### config.mk
export PLATFORM = sky130hd
export DESIGN_NAME = axi_interconnect_crossbar_sreq_wrr_arbit
export DESIGN_NICKNAME = d
export VERILOG_FILES = /design/src/rtl/axi_interconnect_crossbar_sreq_wrr_arbit.sv
export SDC_FILE = /design/constraint.sdc
export NUM_CORES = 1
export LEC_CHECK = 0
export CAP_MARGIN = 20
export CORE_AREA = 2 2 236 238
export DETAILED_ROUTE_END_ITERATION = 10
export DIE_AREA = 0 0 238 240
export PLACE_DENSITY = 0.44
export SETUP_SLACK_MARGIN = 0.1
export SLEW_MARGIN = 20
export SYNTH_ARGS = -nofsm -noshare
export SYNTH_HDL_FRONTEND = slang
export SYNTH_SLANG_ARGS = --single-unit
### constraint.sdc
create_clock -name clk_sys -period 5.4 [get_ports clk_sys]
set_clock_uncertainty 0.15 [all_clocks]
set_input_delay 1.62 -clock clk_sys [delete_from_list [all_inputs] [get_ports clk_sys]]
set_output_delay 1.62 -clock clk_sys [all_outputs]
set_load 0.1 [all_outputs]
### src/rtl/axi_interconnect_crossbar_sreq_wrr_arbit.sv
// ---------------------------------------------------------------------------
// axi_interconnect_crossbar_sreq_wrr_arbit
// Arbitrates NUM_SLAVE slave AW/AR requests onto one registered master address
// channel. The policy is round-robin, fixed priority or weighted round-robin.
// In write mode an order FIFO of granted port IDs steers W beats from the
// port that owns the oldest outstanding address.
//
// Ports
//   clk_sys, rst          clock, synchronous active-high reset
//   s_addr_info/valid     per-port address payload and request
//   s_addr_ready          one-hot accept (combinational)
//   s_weight              per-port weight (weighted round-robin only)
//   s_wdata_info/valid    per-port W payload (MSB = last) and valid
//   s_wdata_ready         per-port W ready (combinational)
//   addr_info/valid/ready master address channel, {info, port id}, registered
//   wdata_info/valid/ready master W channel, driven by the head port
//   outstanding_cnt       order FIFO occupancy
// ---------------------------------------------------------------------------
module axi_interconnect_crossbar_sreq_wrr_arbit #(
    parameter int unsigned MODE_READ       = 1,
    parameter int unsigned NUM_SLAVE       = 4,
    parameter int unsigned WIDTH_ADDRINFO  = 64,
    parameter int unsigned WIDTH_DATAINFO  = 48,
    parameter int unsigned NUM_OUTSTANDING = 8,
    parameter int unsigned ARB_MODE        = 0,
    parameter int unsigned WEIGHT_WIDTH    = 4,
    localparam int unsigned WIDTH_SLAVE    = (NUM_SLAVE > 1) ? $clog2(NUM_SLAVE) : 1,
    localparam int unsigned WIDTH_OST      = $clog2(NUM_OUTSTANDING) + 1
) (
    input  logic                                  clk_sys,
    input  logic                                  rst,
    input  logic [NUM_SLAVE*WIDTH_ADDRINFO-1:0]   s_addr_info,
    input  logic [NUM_SLAVE-1:0]                  s_addr_valid,
    output logic [NUM_SLAVE-1:0]                  s_addr_ready,
    input  logic [NUM_SLAVE*WEIGHT_WIDTH-1:0]     s_weight,
    input  logic [NUM_SLAVE*WIDTH_DATAINFO-1:0]   s_wdata_info,
    input  logic [NUM_SLAVE-1:0]                  s_wdata_valid,
    output logic [NUM_SLAVE-1:0]                  s_wdata_ready,
    output logic [WIDTH_ADDRINFO+WIDTH_SLAVE-1:0] addr_info,
    output logic                                  addr_valid,
    input  logic                                  addr_ready,
    output logic [WIDTH_DATAINFO-1:0]             wdata_info,
    output logic                                  wdata_valid,
    input  logic                                  wdata_ready,
    output logic [WIDTH_OST-1:0]                  outstanding_cnt
);

    logic [WIDTH_SLAVE-1:0]                r_last_grant;
    logic [WEIGHT_WIDTH-1:0]               r_credit;
    logic                                  r_addr_valid;
    logic [WIDTH_ADDRINFO+WIDTH_SLAVE-1:0] r_addr_info;

    logic [WIDTH_SLAVE-1:0] w_rr_pick;
    logic [WIDTH_SLAVE-1:0] w_fix_pick;
    logic [WIDTH_SLAVE-1:0] w_grant;
    logic                   w_rr_found;
    logic                   w_hold;
    logic                   w_le;
    logic                   w_fifo_full;
    logic                   w_unused;

    // Some inputs are only consumed for particular MODE_READ / ARB_MODE values.
    assign w_unused = ^{s_weight, s_wdata_info, s_wdata_valid, wdata_ready};

    // Round-robin search starting one past the last granted port.
    always_comb begin
        w_rr_found = 1'b0;
        w_rr_pick  = '0;
        for (int i = 1; i <= int'(NUM_SLAVE); i++) begin
            if (!w_rr_found && s_addr_valid[(int'(r_last_grant) + i) % int'(NUM_SLAVE)]) begin
                w_rr_found = 1'b1;
                w_rr_pick  = WIDTH_SLAVE'((int'(r_last_grant) + i) % int'(NUM_SLAVE));
            end
        end
    end

    // Fixed priority: lowest index requester wins.
    always_comb begin
        w_fix_pick = '0;
        for (int i = int'(NUM_SLAVE) - 1; i >= 0; i--) begin
            if (s_addr_valid[i]) begin
                w_fix_pick = WIDTH_SLAVE'(i);
            end
        end
    end

    // Weighted RR keeps the current owner while it requests and has credit left.
    assign w_hold  = (ARB_MODE == 2) && s_addr_valid[r_last_grant] && (r_credit != '0);
    assign w_grant = (ARB_MODE == 1) ? w_fix_pick : (w_hold ? r_last_grant : w_rr_pick);

    assign w_le = !rst && (!r_addr_valid || addr_ready) && (|s_addr_valid) &&
                  ((MODE_READ != 0) || !w_fifo_full);

    assign s_addr_ready = w_le ? (NUM_SLAVE'(1) << w_grant) : '0;
    assign addr_info    = r_addr_info;
    assign addr_valid   = r_addr_valid;

    // Registered address stage: load on accept, hold under backpressure.
    always_ff @(posedge clk_sys) begin
        if (rst) begin
            r_addr_valid <= 1'b0;
            r_addr_info  <= '0;
        end else if (w_le) begin
            r_addr_valid <= 1'b1;
            r_addr_info  <= {s_addr_info[w_grant*WIDTH_ADDRINFO +: WIDTH_ADDRINFO], w_grant};
        end else if (addr_ready) begin
            r_addr_valid <= 1'b0;
        end
    end

    // Arbiter history and weighted-RR credit.
    always_ff @(posedge clk_sys) begin
        if (rst) begin
            r_last_grant <= WIDTH_SLAVE'(NUM_SLAVE - 1);
            r_credit     <= '0;
        end else begin
            if (w_le) begin
                r_last_grant <= w_grant;
            end
            if (ARB_MODE == 2) begin
                if (w_le) begin
                    r_credit <= w_hold ? (r_credit - WEIGHT_WIDTH'(1))
                                       : s_weight[w_grant*WEIGHT_WIDTH +: WEIGHT_WIDTH];
                end else if (!s_addr_valid[r_last_grant]) begin
                    // Owner dropped its request: forfeit remaining credit.
                    r_credit <= '0;
                end
            end
        end
    end

    if (MODE_READ == 0) begin : g_write
        logic [WIDTH_SLAVE-1:0] r_fifo [NUM_OUTSTANDING];
        logic [WIDTH_OST-1:0]   r_wptr;
        logic [WIDTH_OST-1:0]   r_rptr;
        logic [WIDTH_SLAVE-1:0] w_head;
        logic                   w_empty;
        logic                   w_pop;

        // Pointers carry one extra MSB so full and empty are distinguishable.
        assign w_empty     = (r_wptr == r_rptr);
        assign w_fifo_full = (r_wptr[WIDTH_OST-1] != r_rptr[WIDTH_OST-1]) &&
                             (r_wptr[WIDTH_OST-2:0] == r_rptr[WIDTH_OST-2:0]);
        assign w_head      = r_fifo[r_rptr[WIDTH_OST-2:0]];

        assign wdata_info      = s_wdata_info[w_head*WIDTH_DATAINFO +: WIDTH_DATAINFO];
        assign wdata_valid     = !w_empty && s_wdata_valid[w_head];
        assign s_wdata_ready   = (!w_empty && wdata_ready) ? (NUM_SLAVE'(1) << w_head) : '0;
        assign w_pop           = wdata_valid && wdata_ready && wdata_info[WIDTH_DATAINFO-1];
        assign outstanding_cnt = r_wptr - r_rptr;

        // Order FIFO: push each granted port ID, pop on the last W beat.
        always_ff @(posedge clk_sys) begin
            if (rst) begin
                r_wptr <= '0;
                r_rptr <= '0;
            end else begin
                if (w_le) begin
                    r_fifo[r_wptr[WIDTH_OST-2:0]] <= w_grant;
                    r_wptr                         <= r_wptr + WIDTH_OST'(1);
                end
                if (w_pop) begin
                    r_rptr <= r_rptr + WIDTH_OST'(1);
                end
            end
        end
    end else begin : g_read
        assign w_fifo_full     = 1'b0;
        assign wdata_info      = '0;
        assign wdata_valid     = 1'b0;
        assign s_wdata_ready   = '0;
        assign outstanding_cnt = '0;
    end

endmodule
Cell classes on the final placement:
Scale bar: 50 um.
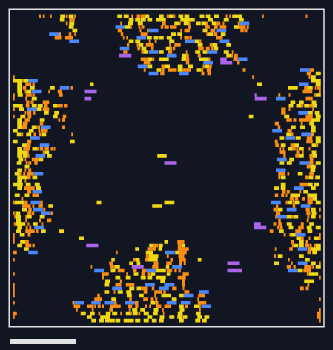
[blue] flops | cells: 69 | share of their area: 17%
[yellow] other buffers and delay cells | cells: 352 | share of their area: 43%
[orange] combinational and other logic | cells: 541 | share of their area: 36%
[purple] clock drivers and dummy loads | cells: 14 | share of their area: 3.7%

Clock distribution:
Scale bar: 50 um.
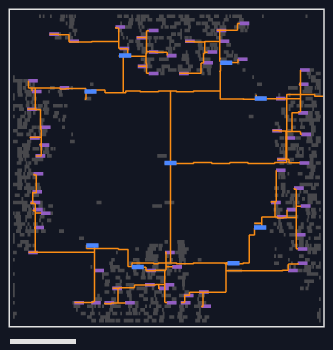
[blue] clock drivers | count: 9
[orange] clock wires | length: 1890 um
[purple] flip-flops | count: 69
flops lie: all over the die

==> results.txt <==
fresh numbers from the pnr run: status=finished, final reports clean, Layout Nets=1449, Vias/cell=3.70, HP Class=register to register, Root Buffer Master=clkbuf_16, antenna violations before repair=3, Power Clock=0.657 mW, async set-or-reset flop fraction in the synthesized netlist=0%, synthesis-to-finish area growth=88.6%, Max IR drop VDD=157 uV, setup bufs post-CTS=0, Post-Layout Cell Count=1682, Post-CTS Resized=0, Post-Route WL=30000 um, die extent in x=238 um, Sw Share=52.1%, CP arrival=3.39 ns, Post-DRT Antenna Nets=0, PwrDens=337 mW/mm^2, Post-synth EDFFs=0
Cell outlines without signal wires:
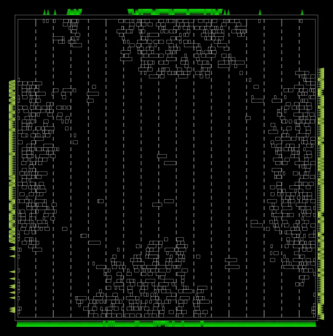
# rows: 86
fillers: 6231
post-layout util: 16.6%
Tapcell Cnt: 704

final timing paths:
check | to | startpoint | slack (ns) | cells past startpoint
worst max-delay path | s_addr_ready[3] | s_addr_valid[3] | 0.24 | 6
worst min-delay path | addr_info[1]$_SDFFE_PP0P_ | addr_info[1]$_SDFFE_PP0P_ | 0.32 | 2
worst max register to register | addr_info[25]$_SDFFE_PP0P_ | r_last_grant[0]$_SDFFE_PP1P_ | 2.91 | 6
worst min register to register | addr_info[1]$_SDFFE_PP0P_ | addr_info[1]$_SDFFE_PP0P_ | 0.32 | 2
cells in the mapped netlist (all sizes together) (2+ instances only):
master	number	area, sq um
a211oi	64	480
a21oi	65	325
a311oi	64	561
a31oi	64	400
buf	85	584
clkbuf	43	161
dfxtp	69	1380
inv	65	244
nand2	130	488
nand2b	3	18.8
nand3	2	10.0
nor2	8	32.5
nor2b	3	18.8
nor3	2	15.0
o21ai	6	33.8
stage by stage:
step                      TNS, ns  worst slack, ns  hold WS, ns  instance area [sq um]
after floorplan            -0.353           -0.177        0.308                   5030
after global placement          0            0.266        0.297                   8780
after detailed placement        0            0.243        0.309                   8780
after CTS                       0            0.240        0.320                   9080
after global routing            0            0.117        0.349                   9080
final                           0            0.239        0.319                   9090
cell usage in the layout (no fill, tap or decap), types with 2 or more instances in the layout:
| master | count |
|---|---|
| a311oi_1 | 64 |
| a211oi_1 | 64 |
| inv_1 | 64 |
| a31oi_1 | 64 |
| nor2_1 | 5 |
| clkbuf_8 | 3 |
| clkdlybuf4s50_1 | 328 |
| diode_2 | 2 |
| nand2b_1 | 2 |
| conb_1 | 57 |
| buf_4 | 17 |
| buf_12 | 7 |
| o21ai_0 | 3 |
| a21oi_1 | 65 |
| clkbuf_16 | 9 |
| dfxtp_1 | 69 |
| nand2_1 | 129 |
| nor2b_1 | 3 |
| nor2_2 | 2 |
| o21ai_4 | 2 |
layout make-up:
cell class / count / area, sq um / area share, %
antenna: 2 / 5.00 / 0.0551
clock buffer: 13 / 270 / 2.97
clock inverter: 1 / 30.0 / 0.330
inverter: 65 / 244 / 2.68
multi-input combinational: 476 / 2730 / 30.0
sequential: 69 / 1380 / 15.2
tap: 704 / 881 / 9.69
timing repair buffer: 352 / 3550 / 39.1
registers in the layout, indices dropped and copies added (netlist names):
register and cells:
addr_info 66, r_last_grant 2, addr_valid 1
routing by layer:
metal	vias to the layer above	global-route usage [%]	part of all wire, %
met4	2	2.77	1.3
li1	2937	-	-
met2	298	18.4	50
met3	25	3.83	8.9
met1	2965	11.0	40
met5	-	0	0.030
cell families after synthesis:
family	synth area share, %
AND-OR/OR-AND	37.7
other	0.0778
AND/OR/NAND/NOR	13.0
buffers and inverters	20.5
flip-flops	28.7
worst register-to-register path: stages, from the launching register on:
cell	delay, ns
dfxtp_1	0.34
and2b_1	0.22
o21ai_4	0.22
and3_4	0.24
buf_4	0.63
a211oi_1	0.37
a311oi_1	0.25
Power and IR drop assume default switching activity.
